**src/rtl/extensor_contador.sv**
```systemverilog
// Extends a 4-bit mode counter into a wide aligned total,
// counts wrap events and offers a one-entry snapshot register.
module extensor_contador #(
    parameter int HI_W  = 4,
    parameter int EVT_W = 8
) (
    input  logic               clk,
    input  logic               reset,
    input  logic               enable,
    input  logic [1:0]         mode,
    input  logic [3:0]         Q,
    input  logic               rco,
    input  logic               load,
    input  logic               clr_flags,
    input  logic               snap_req,
    input  logic               snap_ready,
    output logic [HI_W+3:0]    total,
    output logic [EVT_W-1:0]   evt_cnt,
    output logic               ovf,
    output logic               udf,
    output logic               snap_valid,
    output logic [HI_W+3:0]    snap_total,
    output logic [EVT_W-1:0]   snap_evt,
    output logic               snap_miss
);

    localparam int TOT_W = HI_W + 4;

    localparam logic [HI_W-1:0]  HI_MAX  = {HI_W{1'b1}};
    localparam logic [HI_W-1:0]  HI_ONE  = {{(HI_W-1){1'b0}}, 1'b1};
    localparam logic [EVT_W-1:0] EVT_MAX = {EVT_W{1'b1}};
    localparam logic [EVT_W-1:0] EVT_ONE = {{(EVT_W-1){1'b0}}, 1'b1};

    localparam logic [1:0] MODE_UP   = 2'b00;
    localparam logic [1:0] MODE_DN   = 2'b01;
    localparam logic [1:0] MODE_DN3  = 2'b10;
    localparam logic [1:0] MODE_LOAD = 2'b11;

    typedef enum logic {
        EMPTY = 1'b0,
        FULL  = 1'b1
    } snap_state_t;

    snap_state_t       state;
    snap_state_t       state_next;

    logic [HI_W-1:0]   hi;
    logic [HI_W-1:0]   hi_next;
    logic [TOT_W-1:0]  total_next;
    logic [EVT_W-1:0]  evt_base;
    logic [EVT_W-1:0]  evt_next;

    logic              wrap;
    logic              ovf_set;
    logic              udf_set;
    logic              miss_set;
    logic              capture;
    logic              ovf_next;
    logic              udf_next;
    logic              miss_next;

    // A wrap only counts when the counter was really stepping, not loading.
    assign wrap       = enable & rco & ~load;
    assign total_next = {hi_next, Q};
    assign snap_valid = (state == FULL);

    // High-order step: load clears, otherwise follow the counter direction.
    always_comb begin
        hi_next = hi;
        ovf_set = 1'b0;
        udf_set = 1'b0;
        if (load) begin
            hi_next = '0;
        end else if (wrap) begin
            unique case (mode)
                MODE_UP: begin
                    hi_next = hi + HI_ONE;
                    ovf_set = (hi == HI_MAX);
                end
                MODE_DN, MODE_DN3: begin
                    hi_next = hi - HI_ONE;
                    udf_set = (hi == '0);
                end
                MODE_LOAD: begin
                    hi_next = hi;
                end
                default: begin
                    hi_next = hi;
                end
            endcase
        end
    end

    // Event count: clear first, then a same-cycle wrap still lands as 1.
    always_comb begin
        evt_base = clr_flags ? '0 : evt_cnt;
        evt_next = evt_base;
        if (wrap && (evt_base != EVT_MAX)) begin
            evt_next = evt_base + EVT_ONE;
        end
    end

    // Snapshot control: capture only from EMPTY, requests while FULL are lost.
    always_comb begin
        state_next = state;
        capture    = 1'b0;
        miss_set   = 1'b0;
        unique case (state)
            EMPTY: begin
                if (snap_req) begin
                    capture    = 1'b1;
                    state_next = FULL;
                end
            end
            FULL: begin
                miss_set = snap_req;
                if (snap_ready) begin
                    state_next = EMPTY;
                end
            end
            default: begin
                state_next = EMPTY;
            end
        endcase
    end

    // Sticky flags: a set in the same cycle as a clear wins.
    always_comb begin
        ovf_next  = (clr_flags ? 1'b0 : ovf) | ovf_set;
        udf_next  = (clr_flags ? 1'b0 : udf) | udf_set;
        miss_next = (clr_flags ? 1'b0 : snap_miss) | miss_set;
    end

    // Count state: extension, aligned total and event counter.
    always_ff @(posedge clk) begin
        if (reset) begin
            hi      <= '0;
            total   <= '0;
            evt_cnt <= '0;
        end else begin
            hi      <= hi_next;
            total   <= total_next;
            evt_cnt <= evt_next;
        end
    end

    // Sticky status flags.
    always_ff @(posedge clk) begin
        if (reset) begin
            ovf       <= 1'b0;
            udf       <= 1'b0;
            snap_miss <= 1'b0;
        end else begin
            ovf       <= ovf_next;
            udf       <= udf_next;
            snap_miss <= miss_next;
        end
    end

    // Snapshot register: data only moves on capture, so it is stable while FULL.
    always_ff @(posedge clk) begin
        if (reset) begin
            state      <= EMPTY;
            snap_total <= '0;
            snap_evt   <= '0;
        end else begin
            state <= state_next;
            if (capture) begin
                snap_total <= total_next;
                snap_evt   <= evt_next;
            end
        end
    end

endmodule

```
**config.mk**
```make
export PLATFORM = sky130hd
export DESIGN_NAME = extensor_contador
export DESIGN_NICKNAME = d
export VERILOG_FILES = /design/src/rtl/extensor_contador.sv
export SDC_FILE = /design/constraint.sdc
export NUM_CORES = 1
export LEC_CHECK = 0
export CORE_MARGIN = 1.5
export CORE_UTILIZATION = 30
export CTS_CLUSTER_SIZE = 20
export DETAILED_ROUTE_END_ITERATION = 16
export GPL_ROUTABILITY_DRIVEN = 1
export PLACE_DENSITY = 0.51
export SLEW_MARGIN = 30
export SYNTH_ARGS = -nofsm -noshare
export SYNTH_HDL_FRONTEND = slang
export SYNTH_SLANG_ARGS = --single-unit
export TNS_END_PERCENT = 20
```
**constraint.sdc**
```tcl
create_clock -name clk -period 6.4 [get_ports clk]
set_clock_uncertainty 0.2 [all_clocks]
set_input_delay 1.28 -clock clk [delete_from_list [all_inputs] [get_ports clk]]
set_output_delay 1.28 -clock clk [all_outputs]
set_load 0.01 [all_outputs]
```
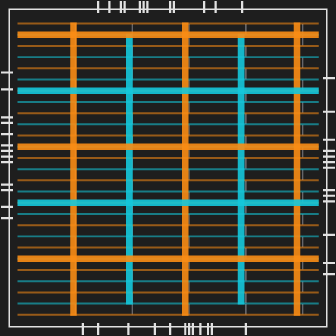
Figure 1: run 1, supply network.
Pins as bars on the die edge. Tap cells in grey.
Orange marks VSS. Cyan marks VDD.
70 tap cells. 50 signal pins sit on the boundary. 5 straps on met5. 27 met1 rails follow the rows.

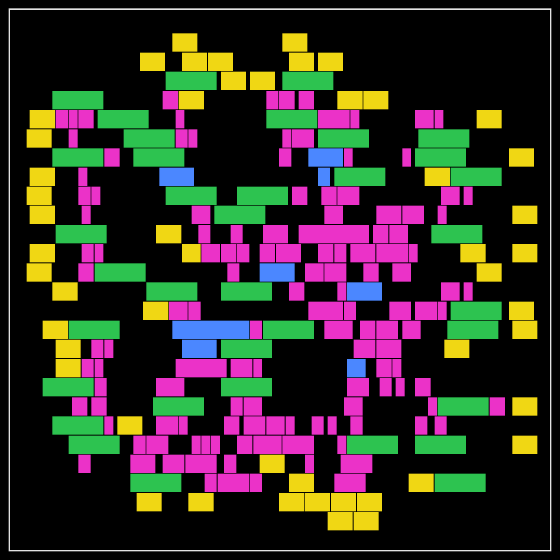
Figure 2: run 1, placed cells, one colour a class.
Blue marks clock drivers and dummy loads, cells 8, share of their area 5.0%. Yellow marks remaining buffers and delay cells, cells 50, share of their area 23%. Green marks sequential cells, cells 36, share of their area 33%. Magenta marks combinational and other logic, cells 131, share of their area 40%.

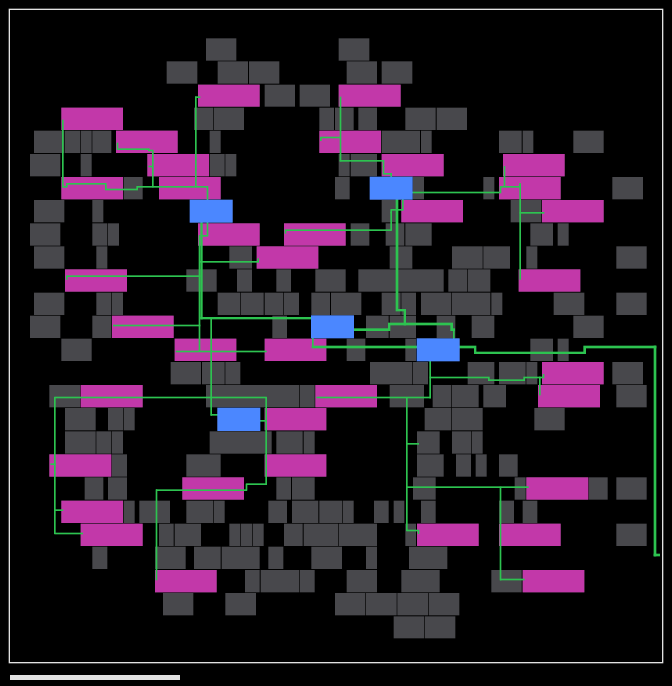
Figure 3: run 1, clock network drawn from the DEF.
The bar under the picture is 20 microns long.
Blue marks clock drivers, count 5. Magenta marks flip-flops, count 36. Green marks clock wires, length 505 microns.
There are 6 routed clock nets.

==> run notes, run 1 <==
run results: Layout Cell Area excl Fill 2290 sq um, Antenna Diode Count 0, total number of vias 1439, FF/Latch Area 721 sq um, routing usage on met1 0.186, dominant cells by area after synthesis sky130_fd_sc_hd__dfxtp_1 44%, sky130_fd_sc_hd__a21oi_1 4.6%, sky130_fd_sc_hd__ha_1 3.8%, DPL Wire Length 2910 microns, met2 Usage GRT 0.218, run status finished clean, Non-CTS inverters 7, fraction of synthesized area in multiplexers 0.0315, minimum setup slack after placement 2.63 ns, Largest delay share family, worst path buffers and inverters, portion of the post-synthesis area used by sequential elements 0.442, clock latency of the later-clocked register in the worst-skew pair 0.29 ns, Seq Cell Count 36, register-to-register setup slack 4.31 ns, cell-by-cell trace of the critical path clkdlybuf4s50_1 -> and2b_1 -> ha_1 -> and2_1 -> a41o_1 -> mux2i_1 -> a211oi_1, drt first-iter violations 84, proportion of synthesized flip-flops having asynchronous set or reset 0, remaining antenna violation count 0, GR met3 Demand/Resource 0.0381, Boundary Pins 50
[run 1: through the flow]
step	total power (W)	util	std cells
2_1_floorplan	0.000269	-	176
3_3_place_gp	0.000298	0.421	287
3_5_place_dp	0.000299	0.422	287
4_1_cts	0.000499	0.443	295
5_1_grt	0.000513	0.443	295
6_report	0.000494	0.443	295
[run 1: state kept, by name, summed over array words and instances, names as in the netlist]
signal,cells
evt_cnt,8
snap_evt,8
snap_total,8
total,8
ovf,1
snap_miss,1
snap_valid,1
udf,1
[run 1: report_power, final]
group	internal, W	leakage (nW)	switching (W)
combinational	0.0000297	0.433	0.0000280
sequential	0.000231	0.293	0.00000413
clock	0.000115	0.0541	0.0000857
Figure 4. Routing congestion map (run 1).
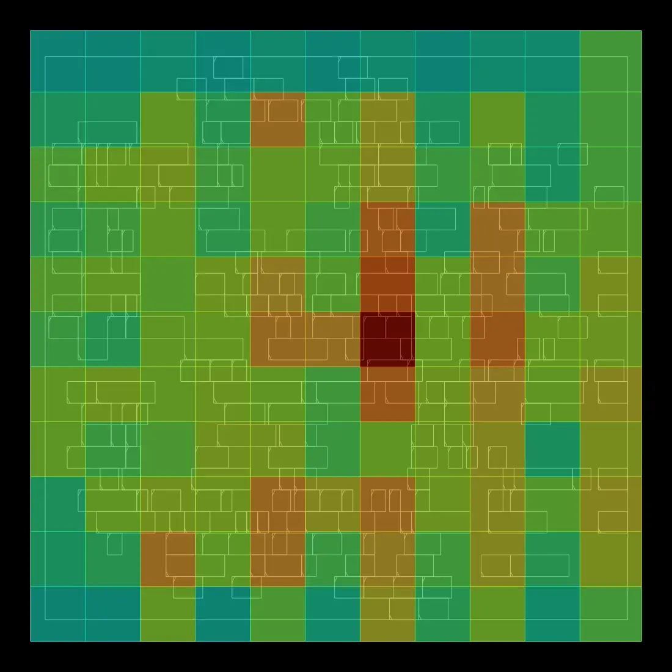

==> run 1 -> run 2 <==
--- a/config.mk
+++ b/config.mk
@@ -10,7 +10,7 @@
 export CTS_CLUSTER_SIZE = 20
 export DETAILED_ROUTE_END_ITERATION = 16
 export GPL_ROUTABILITY_DRIVEN = 1
-export PLACE_DENSITY = 0.51
+export PLACE_DENSITY = 0.53
 export SLEW_MARGIN = 30
 export SYNTH_ARGS = -nofsm -noshare
 export SYNTH_HDL_FRONTEND = slang
==> constraint.sdc (replaced) <==
create_clock -name clk -period 3.1 [get_ports clk]
set_clock_uncertainty 0.2 [all_clocks]
set_input_delay 0.62 -clock clk [delete_from_list [all_inputs] [get_ports clk]]
set_output_delay 0.62 -clock clk [all_outputs]
set_load 0.01 [all_outputs]
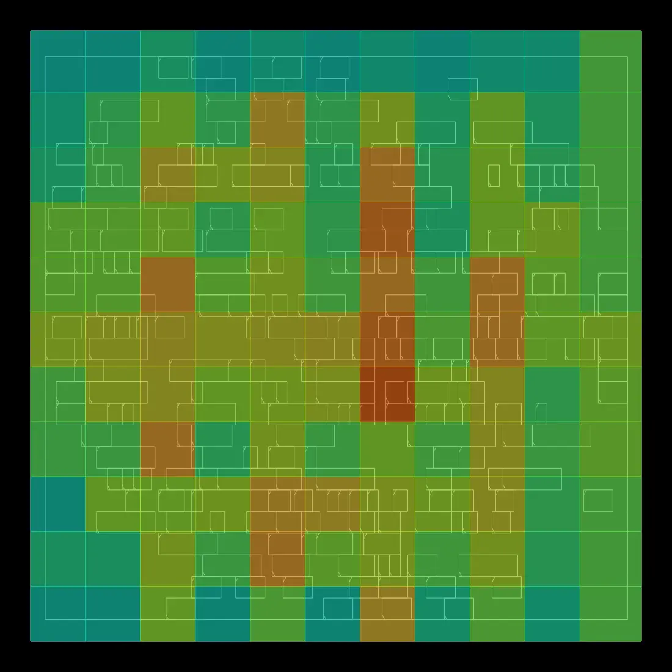
Figure 5: run 2, routing congestion map.
average detailed-routed wire length per instance: 12.6 microns
GR met3 Demand/Resource: 0.0393
routing usage on met1: 0.187
global-route layer with the greatest usage: met2
global-route usage over all layers: 0.135

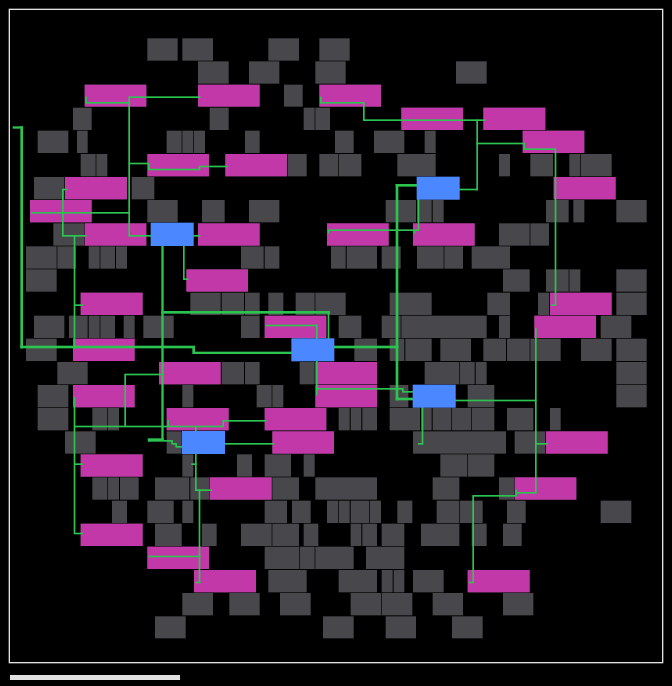
Figure 6: run 2, clock network drawn from the DEF.
The bar under the picture is 20 microns long.
Magenta marks flip-flops, count 36. Blue marks clock drivers, count 5. Green marks clock wires, length 501 microns.
Position of the flops: spread over the die. There are 6 routed clock nets.

==> run 2 against run 1 <==
Compared with the run above: via count decreased by 3.7%; area after synthesis unchanged; clock-buffer cell count increased by 1; non-clock buffer count increased by 4; routed wire length decreased by 5.1%; sequential power increased by 110%; synthesized cell count unchanged; setup slack got worse by 2.6 ns; die area unchanged; worst hold slack got worse by 0.0086 ns; cell count increased by 1.4%.
==> run notes, run 2 <==
run results: portion of the post-synthesis area used by sequential elements 0.442 (unchanged), number of clock sinks 36, post-layout period usage 0.905, total setup buffers inserted after CTS 0, iteration count of the initial detailed-routing pass 4, minimum setup slack after placement 0.0134 ns (-2.61 ns), overflow left after global routing 0, Non-CTS inverters 7 (unchanged), CP Capture Type flop, cell count after placement 291 (+1.4%), drt drc 0, DPL Wire Length 2730 microns (-6.2%), ys flop type sky130_fd_sc_hd__dfxtp_1, most repeated cell in the gate-level netlist after synthesis sky130_fd_sc_hd__dfxtp_1, Boundary Pins 50 (unchanged), Layout Area Growth over Synthesis 42.1%, number of multi-input combinational cells 124, register-to-register setup slack 1.05 ns (-3.26 ns), met2 Usage GRT 0.188 (-0.0292), Layout Cell Area excl Fill 2320 sq um (+1.0%), remaining antenna violation count 0 (unchanged), launch instance of the worst register-to-register path evt_cnt[1], Antenna Diode Count 0 (unchanged), clock latency of the later-clocked register in the worst-skew pair 0.29 ns (about the same), minimum clock period after layout 2.80 ns, TritonCTS clock tree yes, run status finished clean, largest stage delay on the critical path 0.49 ns, total wire length after detailed routing 3770 microns, Seq Cell Count 36 (unchanged), number of standard cells reported by yosys 176, Tot Pwr 0.00101 W (+110%), dominant cells by area after synthesis sky130_fd_sc_hd__dfxtp_1 44%, sky130_fd_sc_hd__a21oi_1 4.6%, sky130_fd_sc_hd__ha_1 3.8%, drt first-iter violations 90 (+7.1%), capturing instance or port of the critical path snap_total[7], utilization after layout 0.448 (+0.00460), max-cap violation count 0, post-layout instance count excluding filler cells 299 (+1.4%), number of cells upsized or downsized after cts 0, die footprint 5890 sq um, Clock Pin Slew Worst Setup and Hold Paths 0.07 ns, kind of critical path input port to flop, FF/Latch Area 721 sq um (unchanged), cell-by-cell trace of the critical path clkdlybuf4s50_1 -> inv_1 -> ha_1 -> ha_1 -> a21oi_1 -> a2111o_1 -> a21o_1 -> a311oi_1, proportion of synthesized flip-flops having asynchronous set or reset 0 (unchanged), Worst Path Required 3.11 ns, post-synthesis net count 196, number of library cell types mapped by synthesis 40, total number of vias 1386 (-3.7%), largest contributor to cell area by class logic gates
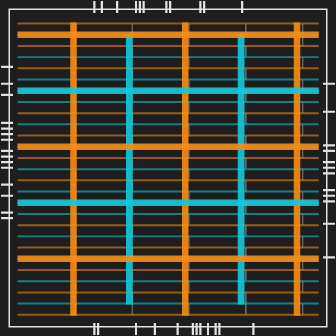
Figure 7: run 2, supply network.
Pins as bars on the die edge. Tap cells in grey.
Cyan marks VDD. Orange marks VSS.
70 tap cells. 27 met1 rails follow the rows. 5 straps on met4.
Die Width: 76.7 microns
Die Height: 76.7 microns

==> run 2: cell counts after synthesis <==
No cell type changed its count.
==> run 2: worst max-delay path: cells and delay by family <==
kind | cells | cell delay, ns
buf+inv | 2 | 0.54
compound gates | 4 | 0.94
fa+ha+maj | 2 | 0.71
==> run 2: power breakdown <==
part           switching [W]  internal (W)  total [W]
sequential        0.00000788      0.000477   0.000485
combinational      0.0000579     0.0000652   0.000123
clock               0.000169      0.000239   0.000407
==> run 2: cell families after synthesis <==
group	count (synthesis)	synth area share
fa+ha+maj	6	0.0507
simple gates	77	0.270
flops	36	0.442
compound gates	31	0.140
buf+inv	16	0.0384
mux	5	0.0315
xor+xnor	5	0.0269
Figure 8. Placed cells, one colour a class (run 2).
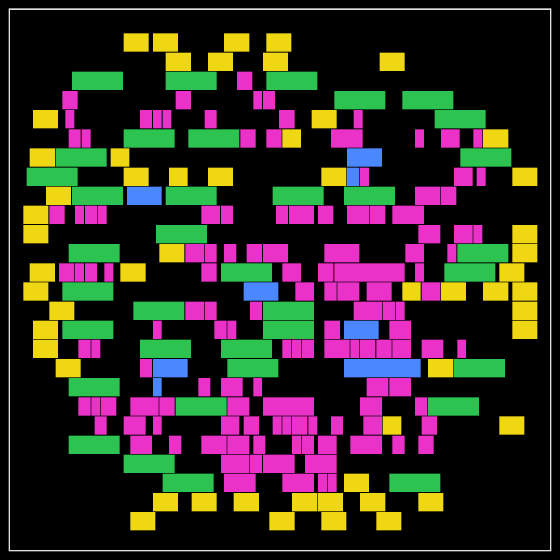

==> run 2 -> run 3 <==
==> constraint.sdc (replaced) <==
create_clock -name clk -period 3.1 [get_ports clk]
set_clock_uncertainty 0.2 [all_clocks]
set_input_delay 0.31 -clock clk [delete_from_list [all_inputs] [get_ports clk]]
set_output_delay 0.31 -clock clk [all_outputs]
set_load 0.01 [all_outputs]
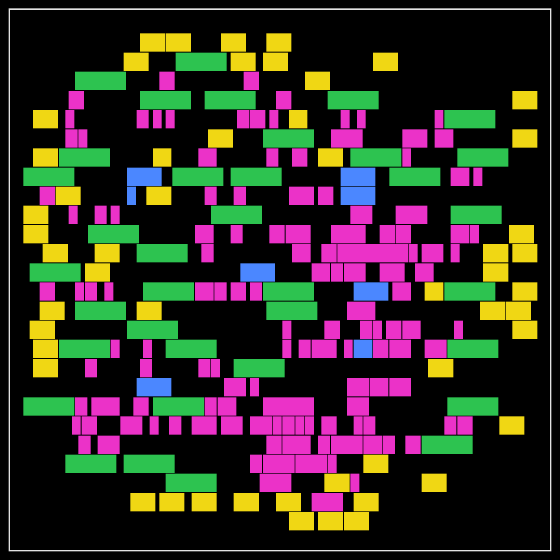
Figure 9: run 3, placed cells, one colour a class.
Yellow marks remaining buffers and delay cells, cells 52, share of their area 23%. Green marks sequential cells, cells 36, share of their area 33%. Blue marks clock drivers and dummy loads, cells 8, share of their area 4.3%. Magenta marks combinational and other logic, cells 131, share of their area 40%.

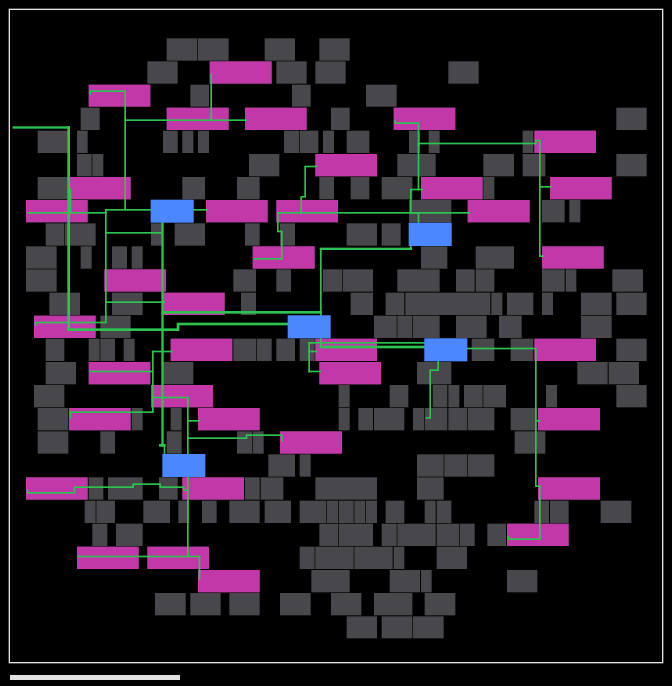
Figure 10: run 3, clock network drawn from the DEF.
The bar under the picture is 20 microns long.
Magenta marks flip-flops, count 36. Blue marks clock drivers, count 5. Green marks clock wires, length 505 microns.
There are 6 routed clock nets. Position of the flops: spread over the die.
clock latency of the later-clocked register in the worst-skew pair: 0.29 ns
fraction of power consumed by the clock network: 0.366
Clk. pwr: 0.000349 W

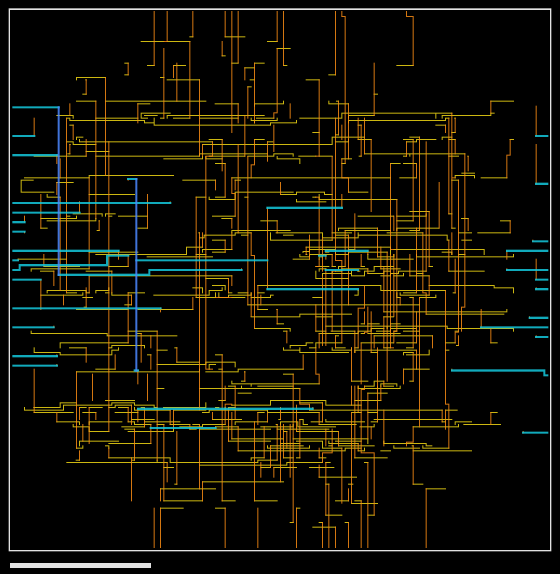
Figure 11: run 3, metal layers overlaid.
The bar under the picture is 20 microns long.
Yellow marks metal 1, wire length 1900 microns. Blue marks metal 4, wire length 51.0 microns. Orange marks metal 2, wire length 1640 microns. Cyan marks metal 3, wire length 294 microns.

==> run 3 against run 2 <==
Compared with the run above: critical path depth unchanged; global-route usage up 0.15 points; final area down 1.2%; sequential share of layout area up 0.39 points; register-to-register slack worse by 0.08 ns; area after synthesis unchanged; routed wire length up 3.1%; via count up 2.7%; flip-flop count unchanged; critical path type unchanged; critical endpoint unchanged.
==> run notes, run 3 <==
run results: run status finished clean, Seq Cell Count 36 (unchanged), remaining antenna violation count 0 (unchanged), total wire length after detailed routing 3880 microns (+3.1%), most repeated cell in the gate-level netlist after synthesis sky130_fd_sc_hd__dfxtp_1, TritonCTS clock tree yes, largest stage delay on the critical path 0.48 ns (about the same), dominant cells by area after synthesis sky130_fd_sc_hd__dfxtp_1 44%, sky130_fd_sc_hd__a21oi_1 4.6%, sky130_fd_sc_hd__ha_1 3.8%, minimum clock period after layout 2.47 ns (-0.335 ns), switching share of power 0.246 (+0.0148), critical path depth 8 (unchanged), minimum setup slack after placement 0.328 ns (+0.315 ns), iteration count of the initial detailed-routing pass 4 (unchanged), capturing instance or port of the critical path snap_total[7], Die Width 76.7 microns (unchanged), relative contribution of sequential cells to total power 0.508 (+0.030), Layout Area Growth over Synthesis 40.4%, Layout Cell Area excl Fill 2290 sq um (-1.2%), Largest delay share family, worst path AND-OR/OR-AND gates, proportion of synthesized flip-flops having asynchronous set or reset 0 (unchanged), internal power summed over all cells 0.000720 W (-7.7%), count of buffering cells on the critical path with inverters included 2 (unchanged), drt first-iter violations 89 (-1.1%), leading power group sequential cells, CP Capture Type flop, Worst Path Required 3.11 ns (about the same), Boundary Pins 50 (unchanged), kind of critical path input port to flop, DPL Wire Length 2760 microns (+1.2%), number of clock sinks 36 (unchanged)
==> run 3: netlist changes by cell type in the layout (fill, tap and decap cells not counted), sizes merged <==
cell | before | now
clkbuf | 6 | 7
bufinv | 1 | 0
clkinv | 1 | 0
clkinvlp | 0 | 1
buf | 5 | 3
==> run 3: logic make-up after synthesis <==
kind of cell,after synthesis,share of synthesized area
fa+ha+maj,6,0.0507
simple gates,77,0.270
flops,36,0.442
compound gates,31,0.140
buf+inv,16,0.0384
xor+xnor,5,0.0269
mux,5,0.0315
==> run 3: routing by layer <==
metal	part of all wire	wire, microns	global-route usage
met1	0.49	1900	0.174
met4	0.013	51	0.0556
met5	0	0	0
met2	0.42	1640	0.203
met3	0.076	294	0.0560
No activity file was given, so power comes from the tool's default toggle rates.
